Figure 1. Power grid.
Scale: 1.5 px per um. Pins as bars on the die edge.
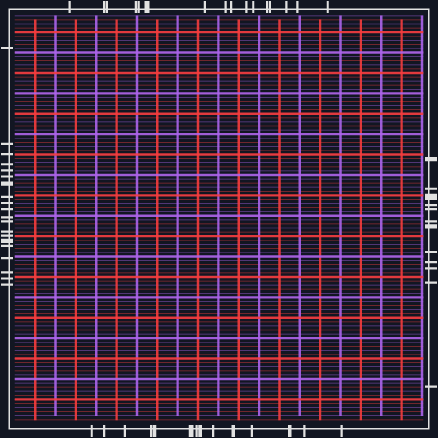
Figure 2. Register map, names as in the netlist.
Scale: 1.5 px per um. Other sequential cells in the stronger grey, the rest of the logic in the fainter grey.
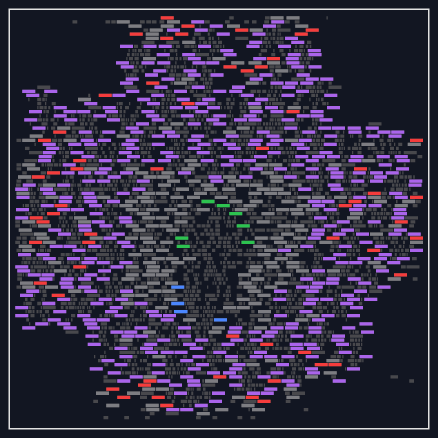
Figure 3. Cell area per tile.
Scale: 1.5 px per um. 28 x 28 tiles, from black (low) to pale yellow (high), 0 to 100% covered.
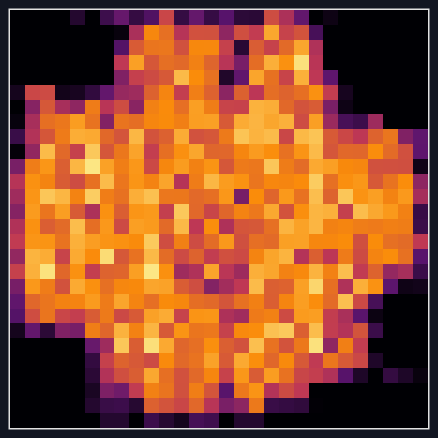
Figure 4. Clock routing.
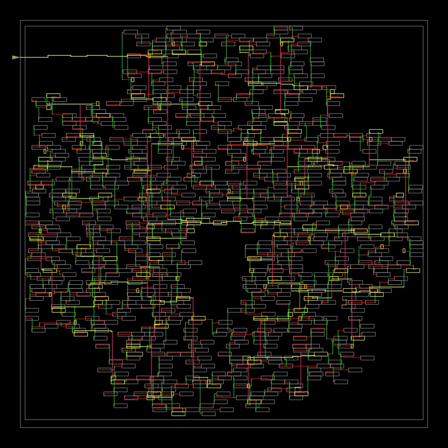
Figure 5. Metal 2.
Scale: 1.5 px per um.
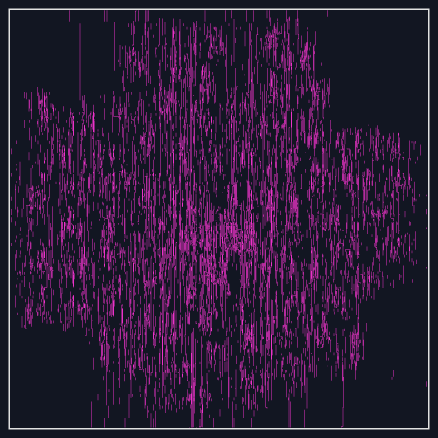
File: src/rtl/hlcp_fault_pkg.sv
// Shared constants, types and frame-byte helper for the HLCP fault collector.
// Sticky vector layout: channel n occupies bits [n*CH_W +: CH_W], holding
// short[5:0] at SHORT_OFS, open[5:0] at OPEN_OFS, then overheat, overvoltage,
// undervoltage at OH_OFS/OV_OFS/UV_OFS.
package hlcp_fault_pkg;

  localparam int unsigned NUM_CH         = 4;
  localparam int unsigned LED_W          = 6;
  localparam int unsigned CH_W           = 15;
  localparam int unsigned FLT_W          = NUM_CH * CH_W;

  localparam int unsigned SHORT_OFS      = 0;
  localparam int unsigned OPEN_OFS       = 6;
  localparam int unsigned OH_OFS         = 12;
  localparam int unsigned OV_OFS         = 13;
  localparam int unsigned UV_OFS         = 14;

  localparam int unsigned FRAME_LEN_BASE = 13;
  localparam int unsigned FRAME_LEN_CHK  = 14;
  localparam int unsigned IDX_W          = 4;

  localparam int unsigned HDR_ANY_BIT    = 7;
  localparam int unsigned HDR_MASK_LSB   = 0;

  typedef enum logic [1:0] {
    ST_IDLE = 2'd0,
    ST_SNAP = 2'd1,
    ST_SEND = 2'd2,
    ST_DONE = 2'd3
  } state_e;

  // Frame bytes 0..12 built from a sticky snapshot; indices beyond 12 give 0.
  function automatic logic [7:0] frame_byte(input logic [FLT_W-1:0] v,
                                            input logic [IDX_W-1:0] idx);
    logic [CH_W-1:0]   ch;
    logic [NUM_CH-1:0] mask;
    frame_byte = 8'h00;
    ch         = '0;
    for (int unsigned n = 0; n < NUM_CH; n++) begin
      mask[n] = |v[n*CH_W +: CH_W];
    end
    case (idx)
      4'd1, 4'd2, 4'd3:    ch = v[0*CH_W +: CH_W];
      4'd4, 4'd5, 4'd6:    ch = v[1*CH_W +: CH_W];
      4'd7, 4'd8, 4'd9:    ch = v[2*CH_W +: CH_W];
      4'd10, 4'd11, 4'd12: ch = v[3*CH_W +: CH_W];
      default:             ch = '0;
    endcase
    case (idx)
      4'd0: begin
        frame_byte[HDR_ANY_BIT]             = |v;
        frame_byte[HDR_MASK_LSB +: NUM_CH]  = mask;
      end
      4'd1, 4'd4, 4'd7, 4'd10: frame_byte = {2'b00, ch[SHORT_OFS +: LED_W]};
      4'd2, 4'd5, 4'd8, 4'd11: frame_byte = {2'b00, ch[OPEN_OFS +: LED_W]};
      4'd3, 4'd6, 4'd9, 4'd12: frame_byte = {5'b00000, ch[UV_OFS], ch[OV_OFS], ch[OH_OFS]};
      default:                 frame_byte = 8'h00;
    endcase
  endfunction

endpackage

File: src/rtl/hlcp_fault_debounce.sv
// Single-bit 2-flop synchroniser followed by a stability counter.
// Ports: clk, rst_n (async active-low), raw (asynchronous input),
//        deb (debounced level, changes after DEB_CYCLES stable samples).
module hlcp_fault_debounce #(
  parameter int unsigned DEB_CYCLES = 16,
  parameter int unsigned DEB_W      = 8
) (
  input  logic clk,
  input  logic rst_n,
  input  logic raw,
  output logic deb
);

  localparam logic [DEB_W-1:0] CNT_LAST = DEB_W'(DEB_CYCLES - 1);

  logic             sync1_q;
  logic             sync2_q;
  logic [DEB_W-1:0] cnt_q;

  // Synchronise, then accept a new level only after it has been seen steadily.
  always_ff @(posedge clk or negedge rst_n) begin
    if (!rst_n) begin
      sync1_q <= 1'b0;
      sync2_q <= 1'b0;
      cnt_q   <= '0;
      deb     <= 1'b0;
    end else begin
      sync1_q <= raw;
      sync2_q <= sync1_q;
      if (sync2_q == deb) begin
        cnt_q <= '0;
      end else if (cnt_q == CNT_LAST) begin
        deb   <= sync2_q;
        cnt_q <= '0;
      end else begin
        cnt_q <= cnt_q + DEB_W'(1);
      end
    end
  end

endmodule

File: src/rtl/hlcp_fault_collector.sv
// Per-slave fault collector: debounces 60 raw fault bits into sticky
// registers and streams a snapshot as a byte frame on a read request,
// clearing the reported bits when the frame completes.
// Optional macro HLCP_FAULT_CHKSUM_EN appends an XOR checksum byte.
// Ports: sys_clk, sys_resetb (async active-low); raw per-channel fault
//        flags; rd_start_i/abort_i from the protocol engine; byte_o,
//        byte_valid_o, byte_ready_i handshake; rd_done_o pulse;
//        fault_irq_o (registered OR of sticky bits).
module hlcp_fault_collector
  import hlcp_fault_pkg::*;
#(
  parameter int unsigned DEB_CYCLES = 16,
  parameter int unsigned DEB_W      = 8
) (
  input  logic       sys_clk,
  input  logic       sys_resetb,
  input  logic [5:0] short_i_0,
  input  logic [5:0] short_i_1,
  input  logic [5:0] short_i_2,
  input  logic [5:0] short_i_3,
  input  logic [5:0] open_i_0,
  input  logic [5:0] open_i_1,
  input  logic [5:0] open_i_2,
  input  logic [5:0] open_i_3,
  input  logic       overheat_0,
  input  logic       overheat_1,
  input  logic       overheat_2,
  input  logic       overheat_3,
  input  logic       overvoltage_0,
  input  logic       overvoltage_1,
  input  logic       overvoltage_2,
  input  logic       overvoltage_3,
  input  logic       undervoltage_0,
  input  logic       undervoltage_1,
  input  logic       undervoltage_2,
  input  logic       undervoltage_3,
  input  logic       rd_start_i,
  input  logic       abort_i,
  output logic [7:0] byte_o,
  output logic       byte_valid_o,
  input  logic       byte_ready_i,
  output logic       rd_done_o,
  output logic       fault_irq_o
);

`ifdef HLCP_FAULT_CHKSUM_EN
  localparam int unsigned FRAME_LEN = FRAME_LEN_CHK;
  localparam logic [IDX_W-1:0] CHK_IDX = IDX_W'(FRAME_LEN_BASE);
`else
  localparam int unsigned FRAME_LEN = FRAME_LEN_BASE;
`endif
  localparam logic [IDX_W-1:0] LAST_IDX = IDX_W'(FRAME_LEN - 1);

  logic [FLT_W-1:0] raw_c;
  logic [FLT_W-1:0] deb_c;
  logic [FLT_W-1:0] clr_c;
  logic [FLT_W-1:0] sticky_q;
  logic [FLT_W-1:0] snap_q, snap_d;
  logic [IDX_W-1:0] idx_q, idx_d;
  logic [7:0]       byte_d;
  logic             valid_d;
  logic             done_d;
  state_e           state_q, state_d;

  // Pack the raw flags into the sticky-vector layout.
  assign raw_c[0*CH_W + SHORT_OFS +: LED_W] = short_i_0;
  assign raw_c[0*CH_W + OPEN_OFS  +: LED_W] = open_i_0;
  assign raw_c[0*CH_W + OH_OFS]             = overheat_0;
  assign raw_c[0*CH_W + OV_OFS]             = overvoltage_0;
  assign raw_c[0*CH_W + UV_OFS]             = undervoltage_0;
  assign raw_c[1*CH_W + SHORT_OFS +: LED_W] = short_i_1;
  assign raw_c[1*CH_W + OPEN_OFS  +: LED_W] = open_i_1;
  assign raw_c[1*CH_W + OH_OFS]             = overheat_1;
  assign raw_c[1*CH_W + OV_OFS]             = overvoltage_1;
  assign raw_c[1*CH_W + UV_OFS]             = undervoltage_1;
  assign raw_c[2*CH_W + SHORT_OFS +: LED_W] = short_i_2;
  assign raw_c[2*CH_W + OPEN_OFS  +: LED_W] = open_i_2;
  assign raw_c[2*CH_W + OH_OFS]             = overheat_2;
  assign raw_c[2*CH_W + OV_OFS]             = overvoltage_2;
  assign raw_c[2*CH_W + UV_OFS]             = undervoltage_2;
  assign raw_c[3*CH_W + SHORT_OFS +: LED_W] = short_i_3;
  assign raw_c[3*CH_W + OPEN_OFS  +: LED_W] = open_i_3;
  assign raw_c[3*CH_W + OH_OFS]             = overheat_3;
  assign raw_c[3*CH_W + OV_OFS]             = overvoltage_3;
  assign raw_c[3*CH_W + UV_OFS]             = undervoltage_3;

  for (genvar i = 0; i < FLT_W; i++) begin : g_deb
    hlcp_fault_debounce #(
      .DEB_CYCLES (DEB_CYCLES),
      .DEB_W      (DEB_W)
    ) u_deb (
      .clk   (sys_clk),
      .rst_n (sys_resetb),
      .raw   (raw_c[i]),
      .deb   (deb_c[i])
    );
  end

`ifdef HLCP_FAULT_CHKSUM_EN
  function automatic logic [7:0] chksum(input logic [FLT_W-1:0] v);
    chksum = 8'h00;
    for (int unsigned i = 0; i < FRAME_LEN_BASE; i++) begin
      chksum = chksum ^ frame_byte(v, IDX_W'(i));
    end
  endfunction

  function automatic logic [7:0] next_byte(input logic [FLT_W-1:0] v,
                                           input logic [IDX_W-1:0] idx);
    next_byte = (idx == CHK_IDX) ? chksum(v) : frame_byte(v, idx);
  endfunction
`else
  function automatic logic [7:0] next_byte(input logic [FLT_W-1:0] v,
                                           input logic [IDX_W-1:0] idx);
    next_byte = frame_byte(v, idx);
  endfunction
`endif

  // Sticky fault bits; a new debounced fault wins over a same-cycle clear.
  always_ff @(posedge sys_clk or negedge sys_resetb) begin
    if (!sys_resetb) begin
      sticky_q    <= '0;
      fault_irq_o <= 1'b0;
    end else begin
      sticky_q    <= (sticky_q & ~clr_c) | deb_c;
      fault_irq_o <= |sticky_q;
    end
  end

  // Frame FSM state and registered outputs.
  always_ff @(posedge sys_clk or negedge sys_resetb) begin
    if (!sys_resetb) begin
      state_q      <= ST_IDLE;
      idx_q        <= '0;
      snap_q       <= '0;
      byte_o       <= 8'h00;
      byte_valid_o <= 1'b0;
      rd_done_o    <= 1'b0;
    end else begin
      state_q      <= state_d;
      idx_q        <= idx_d;
      snap_q       <= snap_d;
      byte_o       <= byte_d;
      byte_valid_o <= valid_d;
      rd_done_o    <= done_d;
    end
  end

  // Next-state and next-output logic. B0 is built straight from sticky in
  // SNAP so it is presented the cycle after the snapshot is taken.
  always_comb begin
    state_d = state_q;
    idx_d   = idx_q;
    snap_d  = snap_q;
    byte_d  = byte_o;
    valid_d = byte_valid_o;
    done_d  = 1'b0;
    clr_c   = '0;
    case (state_q)
      ST_IDLE: begin
        valid_d = 1'b0;
        if (rd_start_i) state_d = ST_SNAP;
      end
      ST_SNAP: begin
        if (abort_i) begin
          valid_d = 1'b0;
          state_d = ST_IDLE;
        end else begin
          snap_d  = sticky_q;
          idx_d   = '0;
          byte_d  = next_byte(sticky_q, IDX_W'(0));
          valid_d = 1'b1;
          state_d = ST_SEND;
        end
      end
      ST_SEND: begin
        if (abort_i) begin
          valid_d = 1'b0;
          state_d = ST_IDLE;
        end else if (byte_valid_o && byte_ready_i) begin
          if (idx_q == LAST_IDX) begin
            valid_d = 1'b0;
            done_d  = 1'b1;
            state_d = ST_DONE;
          end else begin
            idx_d  = idx_q + IDX_W'(1);
            byte_d = next_byte(snap_q, idx_q + IDX_W'(1));
          end
        end
      end
      ST_DONE: begin
        clr_c   = snap_q;
        idx_d   = '0;
        state_d = ST_IDLE;
      end
      default: state_d = ST_IDLE;
    endcase
  end

endmodule

File: config.mk
export PLATFORM = sky130hd
export DESIGN_NAME = hlcp_fault_collector
export DESIGN_NICKNAME = d
export VERILOG_FILES = /design/src/rtl/hlcp_fault_pkg.sv /design/src/rtl/hlcp_fault_debounce.sv /design/src/rtl/hlcp_fault_collector.sv
export SDC_FILE = /design/constraint.sdc
export NUM_CORES = 1
export LEC_CHECK = 0
export CORE_MARGIN = 3
export CORE_UTILIZATION = 45
export CTS_CLUSTER_DIAMETER = 120
export DETAILED_ROUTE_END_ITERATION = 8
export PLACE_DENSITY = 0.72
export REMOVE_ABC_BUFFERS = 1
export SLEW_MARGIN = 10
export SYNTH_ARGS = -nofsm -noshare
export SYNTH_HDL_FRONTEND = slang
export SYNTH_SLANG_ARGS = --single-unit
File: constraint.sdc
create_clock -name sys_clk -period 2.4 [get_ports sys_clk]
set_input_delay 0.24 -clock sys_clk [delete_from_list [all_inputs] [get_ports sys_clk]]
set_output_delay 0.24 -clock sys_clk [all_outputs]
set_load 0.01 [all_outputs]
==> GITHUB_STEP_SUMMARY <==
### Metrics collected by this job

| Metric | Value |
|---|---|
| Area Growth Syn to Fin | `14.59%` |
| Flops & latches, synth | `796` |
| Hold/Removal Path Class | `input pin to flip-flop` |
| DRC marker count from the first detailed-route iteration | `1213` |
| Floorplan core area | `73330 sq um` |
| Adder Area Share | `2.394%` |
| Global-route wire length before repair | `103300 um` |
| Max stage delay cell, worst path | `sky130_fd_sc_hd__dfrtp_2` |
| Proportion of power drawn by combinational gates | `5.6%` |
| # IOs | `76` |
| Initial core utilization | `45.61%` |
| Cells on Worst Hold Path | `1` |
| Cell group occupying the most layout area | `sequential cells` |
| Final hold viol count | `0` |
| Leading power group | `registers` |
| Area of the mapped netlist | `33440 sq um` |
| Most common flop cell mapped by yosys | `sky130_fd_sc_hd__dfrtp_1` |
| Final cell utilization of the core | `52.26%` |
| Count of vias placed by the detailed router | `20717` |
| Final instance count without filler cells | `4085` |
| Cell Pwr Density | `731.4 nW/um^2` |
| Number of distinct library cells after synthesis | `54` |
| Simple-gate portion of the synthesized area | `17.49%` |
| Post-Synth XOR/XNOR Area | `12.62%` |
| Flip-flop count of the largest register after layout | `480` |
| Area of the die | `77630 sq um` |
| Sequential cell area fraction in the yosys report | `59.56%` |
| Maximum number of pins on one net before global-route repair | `120` |
| YS warnings | `0` |
| Delay of the slowest cell on the worst path | `0.44 ns` |
| Multi-input logic portion of the cell area | `34.94%` |
| Number of remaining DRC errors | `0` |
| Sequential Power Share | `50.9%` |
| Flip-flop and latch power | `14.3 mW` |
| Worst R2R Setup Slack | `0.11 ns` |
| Summed area of non-filler cells in the final layout | `38320 sq um` |
| Die height | `278.6 um` |
| Number of fill cells in the layout | `6364` |
| Library cell used as clock root buffer | `sky130_fd_sc_hd__clkbuf_16` |
| Diodes inserted | `0` |
| Resize count post-CTS | `0` |
| Setup WS post-layout | `0.1112 ns` |
| Post-route total power | `28.03 mW` |
| Worst min-delay path endpoint | `g_deb[42].u_deb.sync1_q` |
| DP Worst Slack | `0.02825 ns` |
| FMAX | `436.9 MHz` |
| Post-synthesis cell count from yosys | `2895` |
| Async SR Flop Fraction | `100.0%` |
| Startpoint type of the worst setup path | `flip-flop` |
| Number of antenna violations at the first check in global routing | `0` |
| CP endpoint kind | `flip-flop` |
| #MultiIn Comb | `2066` |
| Share of synthesized cell area in and-or and or-and compound cells | `3.431%` |
| Share of final-layout standard cells stronger than drive strength 1 | `11.29%` |
| Post-cts hold-fix buffer tally | `1` |
| Maximum level of the CTS H-tree | `3` |
| Hold_ws | `0.05047 ns` |
| Mean number of vias per cell | `5.071` |
| Synthesized area per cell | `11.55 sq um` |
| Transition time at the pin with the least slew margin | `0.6700 ns` |
| Gr usage total | `15.97%` |
| Fin nets | `3198` |
| Internal power | `21.60 mW` |
| CP endpoint | `byte_o[2]` |
| Most used cells in the layout excluding fill and tap cells | `795 x sky130_fd_sc_hd__dfrtp_1, 438 x sky130_fd_sc_hd__nor2_1, 292 x sky130_fd_sc_hd__xor2_1, 257 x sky130_fd_sc_hd__nand2_1, 195 x sky130_fd_sc_hd__nand3_1` |
| Log Warnings | `30` |
| Logic depth of the worst setup path including buffers | `10` |
| Worst VDD drop | `0.5949 mV` |
| Cells after synthesis | `2895` |
| Largest delay contributor family on the critical path | `simple AND/OR/NAND/NOR gates` |
| Number of cells traversed by the worst register-to-register path | `10` |
| Placement row count | `99` |
| Count of clock buffers in the final design | `116` |
| Total instance count after detailed placement | `3937` |
| MUX area fraction | `4.040%` |
| Synthesized chip area reported by yosys | `33440 sq um` |
| Top register by number of flip-flops | `g_deb.u_deb.cnt_q` |
| Comb. cell area | `13390 sq um` |
| Crit path cell chain | `inv_1, ha_1, buf_4, nor2_1, or4_1, nand3_2, buf_6, a22o_1, o21ai_1, a311oi_1` |
| ANT nets after route | `0` |
| Number of global-route vias before repair | `20744` |
| Total routed wirelength | `60280 um` |
| TritonCTS clock tree | `built` |
| Largest logic family | `simple AND/OR/NAND/NOR gates` |
| P_comb | `1.58 mW` |
| Peak fanout along the critical path | `12` |
| Count of plain and timing-repair buffers in the layout | `119` |
| Total buffers and inverters traversed by the critical path | `3` |
| Switching Power | `6.429 mW` |
| Area taken by flip-flops and latches | `19920 sq um` |
| Worst slew margin relative to its limit | `55.33%` |
| Beginning of the worst register-to-register path | `idx_q[0]` |
| Total leakage power | `18.43 nW` |
| Post-detail-place hpwl | `41340 um` |
| Clk. pwr | `12.2 mW` |
| Result of the run | `finished clean` |
| Tmin final | `2.289 ns` |
| CTS clock-pin slew for the worst setup and hold paths | `0.06 ns` |
| Number of pins exceeding their max-slew limit in the final report | `0` |
| Beginning of the worst hold path | `overheat_2` |
| GPL Wtd Cong | `0.8785` |
| Total negative setup slack | `0 ns` |
| Tally of max-capacitance violations | `0` |
| Number of endpoints failing setup at the final stage | `0` |
| RR Endpoint | `byte_o[2]` |
| Post-place instance area | `35670 sq um` |
| Die x size | `278.6 um` |
| Grt total ovfl | `0` |
| Final worst path period share | `95.37%` |
-- Figure 1 (at the start) --
[VDD] purple
[VSS] red
rows: 99
signal pins: 76

-- Figure 2 (at the start) --
[g_deb.u_deb.cnt_q] purple | placed flops: 480 | where: widely spread
[byte_o] green | placed flops: 7 | where: middle
[g_deb.u_deb.sync2_q] red | placed flops: 60 | where: widely spread
[idx_q] blue | placed flops: 4

-- Figure 3 (at the start) --
tiles over 75% full: 22%
nearly empty tiles: 20%
mean over tiles: 48%
fullest tile: 95%

-- Figure 4 (at the start) --
worst skew pair latency: 0.63 ns
clock tree skew after final layout: 0.02528 ns
sink count of the clock tree: 796
number of buffers created by CTS: 83
number of sequential cells: 796

-- Figure 5 (at the start) --
wire length on this layer: 28.0 mm
longest straight run: 82.3 um
share of all routed wire: 46%
nets with wire on the layer: 2666

## synthesized netlist by cell type (all sizes together), types with 12 or more instances
cell | instances | area, sq um
and2 | 61 | 381.6
nor3 | 15 | 75.07
or2 | 53 | 331.6
xnor2 | 189 | 1663
nand3 | 196 | 986.0
buf | 14 | 78.83
a22o | 15 | 131.4
a21o | 60 | 450.4
nor2 | 438 | 1644
nor4 | 85 | 531.8
ha | 64 | 800.8
and3 | 115 | 719.4
dfrtp | 796 | 19920
o21ai | 16 | 80.08
xor2 | 292 | 2557
nand2 | 257 | 964.7
mux2 | 120 | 1351
clkbuf | 16 | 63.81
a32o | 12 | 120.1
## layer usage
layer	global-route usage, %	part of all wire (%)
met3	2.868	3.8
met4	5.468	2.8
met5	0	0
met2	25.61	46
met1	22.09	47
Power and IR drop assume default switching activity.
